File: config.mk
export PLATFORM = sky130hd
export DESIGN_NAME = card_dealer
export DESIGN_NICKNAME = d
export VERILOG_FILES = /design/src/rtl/blackjack_pkg.sv /design/src/rtl/card_decode.sv /design/src/rtl/card_dealer.sv
export SDC_FILE = /design/constraint.sdc
export NUM_CORES = 1
export LEC_CHECK = 0
export CORE_MARGIN = 3
export CORE_UTILIZATION = 29
export DETAILED_ROUTE_END_ITERATION = 8
export GPL_TIMING_DRIVEN = 0
export RECOVER_POWER = 100
export SLEW_MARGIN = 20
export SYNTH_ARGS = -nofsm -noshare
export SYNTH_HDL_FRONTEND = slang
export SYNTH_SLANG_ARGS = --single-unit
File: constraint.sdc
create_clock -name i_clk -period 4.55 [get_ports i_clk]
set_input_delay 0.455 -clock i_clk [delete_from_list [all_inputs] [get_ports i_clk]]
set_output_delay 0.455 -clock i_clk [all_outputs]
set_load 0.1 [all_outputs]
File: src/rtl/blackjack_pkg.sv
// blackjack_pkg: shared deck constants and card types
package blackjack_pkg;
  localparam int DECK_SIZE = 52;
  localparam int SUIT_SIZE = 13;
  localparam int FACE_POINTS = 10;
  typedef logic [5:0] card_idx_t;
  typedef logic [3:0] rank_t;
  typedef logic [1:0] suit_t;
  typedef enum logic {IDLE, SEARCH} dealer_state_t;
endpackage

File: src/rtl/card_decode.sv
// card_decode: card index to rank, suit and blackjack points
module card_decode
  import blackjack_pkg::*;
(
  input  logic [5:0] idx,
  output logic [3:0] rank,
  output logic [1:0] suit,
  output logic [3:0] points
);
  assign rank = rank_t'(idx % 6'(SUIT_SIZE)) + 4'd1;
  assign suit = suit_t'(idx / 6'(SUIT_SIZE));
  assign points = rank > 4'(FACE_POINTS) ? 4'(FACE_POINTS) : rank;
endmodule

File: src/rtl/card_dealer.sv
// card_dealer: draws cards without replacement by probing a dealt-card bitmap
module card_dealer
  import blackjack_pkg::*;
#(
  parameter int RAND_WIDTH = 6
) (
  input  logic                  i_clk,
  input  logic                  i_reset,
  input  logic [RAND_WIDTH-1:0] i_rand,
  input  logic                  i_deal,
  input  logic                  i_shuffle,
  output logic                  o_busy,
  output logic                  o_valid,
  output logic [5:0]            o_card,
  output logic [3:0]            o_rank,
  output logic [1:0]            o_suit,
  output logic [3:0]            o_points,
  output logic [5:0]            o_cardsLeft,
  output logic                  o_deckEmpty,
  output logic                  o_error
);
  dealer_state_t state, state_n;
  logic [DECK_SIZE-1:0] dealt;
  card_idx_t idx;
  logic [5:0] cards_left;
  logic [RAND_WIDTH-1:0] rand_mod;
  logic take, found, err;
  rank_t rank_d, points_d;
  suit_t suit_d;
  assign rand_mod = i_rand % RAND_WIDTH'(DECK_SIZE);
  assign o_busy = state == SEARCH;
  assign o_cardsLeft = cards_left;
  assign o_deckEmpty = cards_left == 6'd0;
  card_decode u_decode (
    .idx   (idx),
    .rank  (rank_d),
    .suit  (suit_d),
    .points(points_d)
  );
  always_comb begin
    take = 1'b0;
    found = 1'b0;
    err = 1'b0;
    state_n = state;
    if (state == IDLE) begin
      err = !i_shuffle && i_deal && cards_left == 6'd0;
      take = !i_shuffle && i_deal && cards_left != 6'd0;
      state_n = take ? SEARCH : IDLE;
    end else begin
      found = !i_shuffle && !dealt[idx];
      state_n = (i_shuffle || found) ? IDLE : SEARCH;
    end
  end
  always_ff @(posedge i_clk or posedge i_reset)
    if (i_reset) state <= IDLE;
    else state <= state_n;
  always_ff @(posedge i_clk or posedge i_reset) begin
    if (i_reset) begin
      dealt <= '0;
      idx <= '0;
      cards_left <= 6'(DECK_SIZE);
      o_valid <= 1'b0;
      o_error <= 1'b0;
      o_card <= '0;
      o_rank <= '0;
      o_suit <= '0;
      o_points <= '0;
    end else begin
      o_valid <= found;
      o_error <= err;
      if (i_shuffle) begin
        dealt <= '0;
        cards_left <= 6'(DECK_SIZE);
      end else if (found) begin
        dealt[idx] <= 1'b1;
        cards_left <= cards_left - 6'd1;
        o_card <= idx;
        o_rank <= rank_d;
        o_suit <= suit_d;
        o_points <= points_d;
      end
      // probe forward with wrap while the slot under idx is taken
      if (take) idx <= card_idx_t'(rand_mod);
      else if (o_busy && !found && !i_shuffle) idx <= idx == 6'(DECK_SIZE - 1) ? 6'd0 : idx + 6'd1;
    end
  end
endmodule

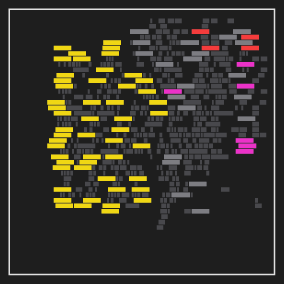
**Above:** sequential cells coloured by netlist name.
Drawn at 2 px/µm. Other sequential cells in the stronger grey, the rest of the logic in the fainter grey.
- yellow: dealt (sequential cells 52)
- red: o_rank (sequential cells 4; where north-east)
- magenta: o_card (sequential cells 6)
- not coloured: 21

==> impl_metrics.yaml <==
# generated from flow reports
cts:
  h-tree-depth: 3
  post-cts-setup-buffer-count: 5
  clockRootBuffer: "clkbuf_16"
  numCtsBuffers: 9
  clock_latency_ps: 340
run:
  maxCapViolations: 2
grt:
  antenna_found_initial: 0
  grt_max_degree: 44
  grt_util_met3: 0.0347
  first_global_vias: 3885
  grt_first_pass_wirelength_um: 20600
synthesis:
  syn_inst: 469
  top_cells_by_area: "dfrtp_1 44%, a21oi_1 6.5%, nor2_1 5.6%"
  top_area_cell: "dfrtp_1"
  synth_cell_types: 78
  syn_area_per_cell_um2: 9.80
  ff_type: "dfrtp_1"
  synth_nets: 493
  ys_sh_aoi: 0.199
  synthArstFlopShare: 1.00
layout:
  clkbuf_count: 12
  layout.cells.non_filler: 743
  seq_cells: 83
  synthToLayoutAreaGrowth_pct: 22.4
  comb.multi_input.count: 336
  num-nets-final: 551
  layout.area.seq_um2: 2080
floorplanning:
  die_h_um: 132
  die-area_um2: 17400
  core.rowCount: 45
  core-area_um2: 15400
placed_design:
  placed_cells_incl_taps: 715
  portBuffers: 34
run_status:
  violations: "capacitance limit, slew limit"
  status: "finished, violations left"
power_and_ir_drop:
  combPwrFrac: 0.569
  power.density_nw_per_um2: 672
  power.group.top: "combinational logic"
  power.net_switching_mw: 1.83
  p_clk_mw: 0.721
  total_power_mw: 3.78
  seqPwrFrac: 0.241
  internal_power_mw: 1.95
  vdd_drop_max_mv: 0.351
setup_path:
  required_ps: 4780
  arrival_ps: 4610
  reg2reg_depth: 18
  crit_path_max_incr_delay_ps: 420
  crit_path_cell_trace: "buf_6 -> clkinvlp_4 -> ha_2 -> and2_1 -> a221oi_4 -> buf_4 -> a21oi_2 -> o41a_4 -> xnor2_4 -> inv_2 -> ha_1 -> nor2b_2 -> o311ai_4 -> buf_4 -> a21oi_2 -> ha_1 -> mux2_2 -> a31o_1"
  critPathBufInv: 5
  cp_max_fo: 10
worst_hold_path:
  hold_path.class: "reg -> reg"
  hold_end: "dealt[8]"
route:
  wl_met1_um: 5490
  wl_met3_um: 630
  vias_per_cell: 5.16
  route.detailed.drc: 0
  routed-via-count: 3835
  drtAntennaViolNets: 0
sta:
  slew_violations: 86
  min_period_ps: 4380
  worst_slew_pin_slew_ps: 1950
  relSlewSlack: -0.300
  hold_viol: 0
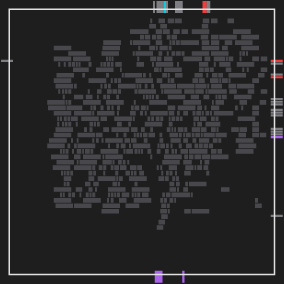
**Above:** ports around the boundary.
Drawn at 2 px/µm. Pins as bars across the die edge, other pins in grey.
- red: o_rank (pins 4; direction output; edge 2 east, 2 north)
- cyan: o_deckEmpty (pins 1; direction output; edge north)
- purple: i_rand (pins 6; direction input; edge 5 south, 1 east)

==> synth_stat cells (6+ instances only) <==
cell and instances:
a21oi_1 60, nor3_1 11, mux2i_1 12, ha_1 14, clkbuf_1 12, o21ai_0 18
dfrtp_1 80, nand3_1 6, mux2_2 13, nand2_1 23, and3_1 7, nor2_1 69
buf_2 11, inv_1 19, o211ai_1 7
==> worst max path at each step <==
stage            from  slack, ps           to  depth (start not counted)
2_1_floorplan  idx[0]        300  o_points[1]                         16
3_3_place_gp   idx[2]       -220  o_points[1]                         15
3_5_place_dp   idx[2]       -250  o_points[1]                         15
4_1_cts        idx[2]          5  o_points[1]                         19
5_1_grt        idx[0]        -20  o_points[0]                         17
6_report       idx[2]        170  o_points[1]                         18
